File: config.mk
export PLATFORM = sky130hd
export DESIGN_NAME = uart_rx_controller
export DESIGN_NICKNAME = d
export VERILOG_FILES = /design/src/rtl/uart_pkg.sv /design/src/rtl/rx_fifo.sv /design/src/rtl/uart_rx_controller.sv
export SDC_FILE = /design/constraint.sdc
export NUM_CORES = 1
export LEC_CHECK = 0
export CELL_PAD_IN_SITES_DETAIL_PLACEMENT = 0
export CELL_PAD_IN_SITES_GLOBAL_PLACEMENT = 1
export CORE_MARGIN = 3
export CORE_UTILIZATION = 25
export DETAILED_ROUTE_END_ITERATION = 7
export PLACE_DENSITY = 0.57
export SLEW_MARGIN = 20
export SYNTH_ARGS = -nofsm -noshare
export SYNTH_HDL_FRONTEND = slang
export SYNTH_SLANG_ARGS = --single-unit
File: constraint.sdc
create_clock -name clk -period 2.2 [get_ports clk]
set_input_delay 0.22 -clock clk [delete_from_list [all_inputs] [get_ports clk]]
set_output_delay 0.22 -clock clk [all_outputs]
set_load 0.02 [all_outputs]
File: src/rtl/uart_pkg.sv
// Shared types and default parameters for the UART receive controller.
package uart_pkg;

    typedef enum logic {
        IDLE = 1'b0,
        RECV = 1'b1
    } rx_state_t;

    localparam int DATA_BITS_DEF  = 8;
    localparam int FIFO_DEPTH_DEF = 4;
    localparam int DIV_WIDTH_DEF  = 16;
    localparam int OVERSAMPLE     = 16;

endpackage

File: src/rtl/rx_fifo.sv
// Small synchronous receive FIFO: circular buffer with wrapping pointers.
// Pointers carry one extra bit so full and empty are distinguishable.
module rx_fifo #(
    parameter int DATA_W = 8,
    parameter int DEPTH  = 4
) (
    input  logic                      clk,
    input  logic                      rst_n,
    input  logic                      push,
    input  logic [DATA_W-1:0]         push_data,
    input  logic                      pop,
    output logic [DATA_W-1:0]         rd_data,
    output logic                      full,
    output logic                      empty,
    output logic [$clog2(DEPTH):0]    count
);

    localparam int AW = $clog2(DEPTH);

    logic [DATA_W-1:0] mem [DEPTH];
    logic [AW:0]       wr_ptr;
    logic [AW:0]       rd_ptr;
    logic              do_push;
    logic              do_pop;

    assign count   = wr_ptr - rd_ptr;
    assign empty   = (wr_ptr == rd_ptr);
    assign full    = (count == (AW+1)'(DEPTH));
    assign do_pop  = pop && !empty;
    // A push into a full FIFO still lands when the head leaves in the same cycle
    assign do_push = push && (!full || do_pop);
    assign rd_data = empty ? '0 : mem[rd_ptr[AW-1:0]];

    // Pointer update with synchronous reset
    always_ff @(posedge clk) begin
        if (!rst_n) begin
            wr_ptr <= '0;
            rd_ptr <= '0;
        end else begin
            if (do_push) wr_ptr <= wr_ptr + (AW+1)'(1);
            if (do_pop)  rd_ptr <= rd_ptr + (AW+1)'(1);
        end
    end

    // Storage write; contents need no reset since reads are masked when empty
    always_ff @(posedge clk) begin
        if (do_push) mem[wr_ptr[AW-1:0]] <= push_data;
    end

endmodule

File: src/rtl/uart_rx_controller.sv
// UART receive sequencer: oversample divider, bit assembly FSM, frame commit
// into the receive FIFO, and sticky framing/overrun status.
//
// state | meaning
// IDLE  | waiting for the detector to start a frame; assembly cleared
// RECV  | collecting data bits; det_done commits or rejects the frame
module uart_rx_controller
    import uart_pkg::*;
#(
    parameter int DATA_BITS  = DATA_BITS_DEF,
    parameter int FIFO_DEPTH = FIFO_DEPTH_DEF,
    parameter int DIV_WIDTH  = DIV_WIDTH_DEF
) (
    input  logic                          clk,
    input  logic                          rst_n,
    input  logic                          enable,
    input  logic [DIV_WIDTH-1:0]          baud_div,
    output logic                          sample_tick,
    input  logic                          det_active,
    input  logic                          det_bit_ready,
    input  logic                          det_rx_bit,
    input  logic                          det_done,
    input  logic                          det_framing_err,
    output logic [DATA_BITS-1:0]          rx_data,
    output logic                          rx_valid,
    input  logic                          rx_ready,
    output logic [$clog2(FIFO_DEPTH):0]   fifo_count,
    output logic                          framing_err,
    output logic                          overrun_err,
    input  logic                          err_clear,
    output logic                          busy
);

    localparam int                 CNT_W     = $clog2(DATA_BITS + 1);
    localparam logic [CNT_W-1:0]   BITS_FULL = CNT_W'(DATA_BITS);

    logic [DIV_WIDTH-1:0] div_cnt;
    rx_state_t            state, state_nxt;
    logic [DATA_BITS-1:0] shreg, shreg_nxt;
    logic [CNT_W-1:0]     bit_cnt, bit_cnt_nxt;
    logic                 frame_push;
    logic                 frame_bad;
    logic                 fifo_pop;
    logic                 fifo_full;
    logic                 fifo_empty;
    logic                 overrun_set;

    // Oversample divider; >= makes a shrunk baud_div wrap on the next cycle
    always_ff @(posedge clk) begin
        if (!rst_n || !enable)
            div_cnt <= '0;
        else if (div_cnt >= baud_div)
            div_cnt <= '0;
        else
            div_cnt <= div_cnt + DIV_WIDTH'(1);
    end

    assign sample_tick = rst_n && enable && (div_cnt == baud_div);

    // FSM and assembly registers
    always_ff @(posedge clk) begin
        if (!rst_n) begin
            state   <= IDLE;
            shreg   <= '0;
            bit_cnt <= '0;
        end else begin
            state   <= state_nxt;
            shreg   <= shreg_nxt;
            bit_cnt <= bit_cnt_nxt;
        end
    end

    assign busy = (state != IDLE);

    // Next-state, bit assembly and frame commit decision
    always_comb begin
        state_nxt   = state;
        shreg_nxt   = shreg;
        bit_cnt_nxt = bit_cnt;
        frame_push  = 1'b0;
        frame_bad   = 1'b0;
        case (state)
            IDLE: begin
                shreg_nxt   = '0;
                bit_cnt_nxt = '0;
                if (det_active) state_nxt = RECV;
            end
            RECV: begin
                if (det_bit_ready && (bit_cnt != BITS_FULL)) begin
                    shreg_nxt   = {det_rx_bit, shreg[DATA_BITS-1:1]};
                    bit_cnt_nxt = bit_cnt + CNT_W'(1);
                end
                if (det_done) begin
                    state_nxt = IDLE;
                    if (!det_framing_err && (bit_cnt == BITS_FULL))
                        frame_push = 1'b1;
                    else
                        frame_bad = 1'b1;
                end
            end
            default: state_nxt = IDLE;
        endcase
        // Disabling abandons the frame silently
        if (!enable) begin
            state_nxt  = IDLE;
            frame_push = 1'b0;
            frame_bad  = 1'b0;
        end
    end

    assign fifo_pop    = rx_valid && rx_ready;
    assign overrun_set = frame_push && fifo_full && !fifo_pop;
    assign rx_valid    = !fifo_empty;

    rx_fifo #(
        .DATA_W (DATA_BITS),
        .DEPTH  (FIFO_DEPTH)
    ) u_fifo (
        .clk       (clk),
        .rst_n     (rst_n),
        .push      (frame_push),
        .push_data (shreg),
        .pop       (fifo_pop),
        .rd_data   (rx_data),
        .full      (fifo_full),
        .empty     (fifo_empty),
        .count     (fifo_count)
    );

    // Sticky status; a new error wins over a simultaneous clear
    always_ff @(posedge clk) begin
        if (!rst_n) begin
            framing_err <= 1'b0;
            overrun_err <= 1'b0;
        end else begin
            if (frame_bad)      framing_err <= 1'b1;
            else if (err_clear) framing_err <= 1'b0;
            if (overrun_set)    overrun_err <= 1'b1;
            else if (err_clear) overrun_err <= 1'b0;
        end
    end

endmodule
==> images/placement_by_type.png <==
Fill, decap, tap and diode cells in gray.
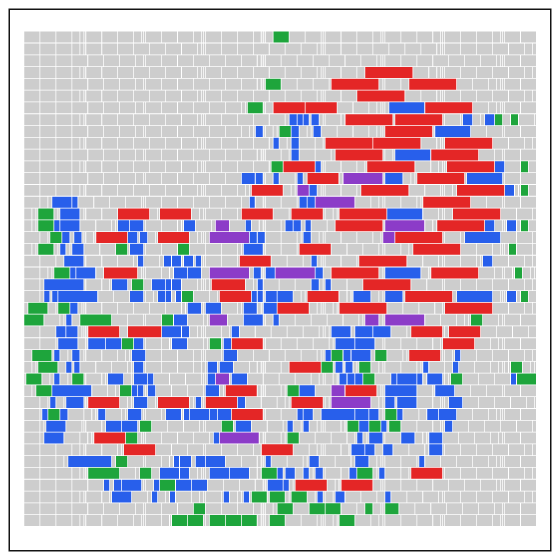
Purple is clock drivers and dummy loads, cells 16, share of their area 6.3%. Red is flops, cells 71, share of their area 39%. Blue is combinational and other logic, cells 237, share of their area 40%. Green is other buffers and delay cells, cells 76, share of their area 15%.

==> images/io_fan.png <==
Scale bar: 20 microns.
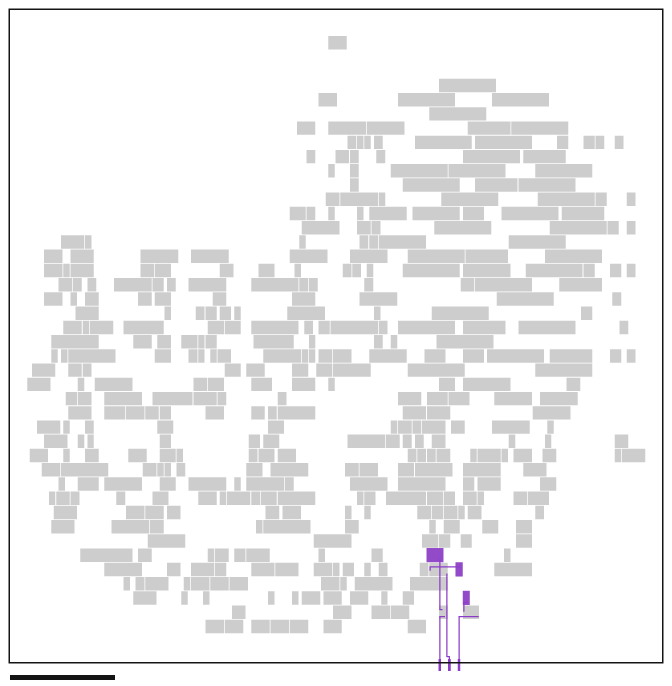
Purple is fifo_count, direction output, edge bottom, end cells 3, buffers 3, wire 57.0 microns.

==> images/placement.png <==
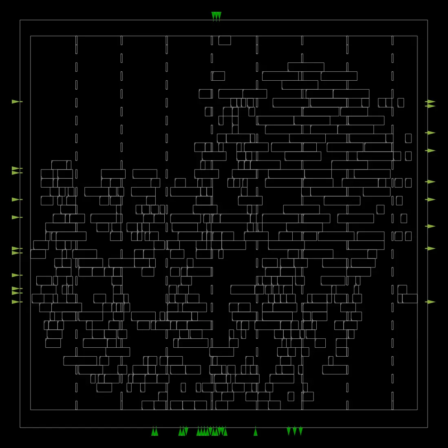
tapcell count: 176
fill count: 1,363
flop count: 71
core area: 13,500 sq um

==> reports/metrics.cfg <==
[logic_synthesis]
numSynthFlops = 71
yosys_area_sq_um = 3510
fp_nets = 367
synth_area_sq_um = 3510
top_cell_area_share_pct = 27.3
synth_cells = 314

[final_timing]
timing.fmax_ghz = 0.453
skew_ns = 0.0102
slew_headroom_pct = 61.7
fin_ws_ns = -0.00939
final-setup-viol-count = 1

[power]
p_per_area_nw_per_um2 = 608
switchingPower_mw = 0.650
leakagePower_nw = 1.88
p_comb_mw = 0.138

[flow_run]
cap_viol_max_count = 0

[run_status]
violations = setup timing
status = finished with violations

[global_route]
met2_usage_pct = 17.1

[worst_setup_path]
cp-endpoint = sample_tick
end_kind = primary output
r2r_start = div_cnt[11]

[drt]
wl_met3_microns = 267
drtIter0Drc = 100

[cts]
cts_tree = built

[finish]
regArea_sq_um = 1750
comb-cell-share_pct = 36.1
finalNetCount = 448
area_delta_synth_final_pct = 34.9
fin_area_sq_um = 4740
n_all_inverters = 31

[worst_hold_path]
hold_depth = 3
hp-class = input port to flop

[die]
fp-utilization_pct = 26.0
die_h_microns = 125

==> images/power_grid.png <==
Scale bar: 20 microns. Pins as bars on the die edge. Tap cells in gray.
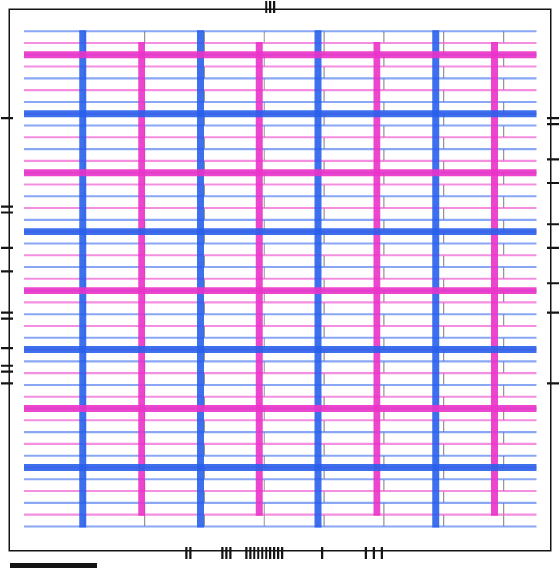
Blue is VSS. Magenta is VDD.
The core has 42 rows. 8 straps on met5.

==> images/metal_density.png <==
The die is cut into 25 by 25 equal tiles; dark blue is low, red is high, scaled to the fullest tile. Values are wire area over tile area, all layers added.
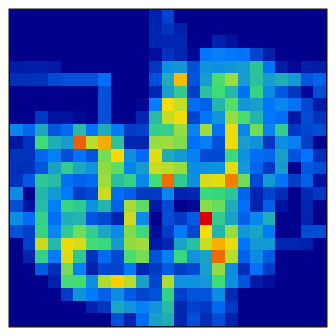
30% of the tiles are nearly empty. The mean over all tiles is 0.075. The densest ninth of the die: center.
vias: 2,571
WL/cell: 13.2 microns
GRT Util Overall: 9.83%
final WL: 7.61 mm

cells by family (layout without fill, tap and decap cells):
family,Yosys count,in the layout,synth area share (%)
and+or+nand+nor,111,112,18.2
buffers and inverters,38,123,4.38
muxes,11,11,5.98
DFF,71,71,49.6
AOI/OAI and AO/OA,36,36,7.08
xor gates and xnor gates,20,20,4.98
adders and majority gates,27,27,9.83
through the flow:
stage	hold slack [ns]	setup slack, ns	std cells
6_report	0.476	-0.00939	576
2_1_floorplan	0.364	-0.0409	314
4_1_cts	0.472	-0.0255	573
3_5_place_dp	0.469	-0.639	556
3_3_place_gp	0.462	-0.633	556
5_1_grt	0.482	-0.0976	576
worst max-delay path, cell delays in order, from the launching register on:
cell     delay, ns
dfxtp_2       0.34
ha_4          0.26
nand4_1       0.13
or4_4         0.59
nor3_2        0.19
buf_4         0.16
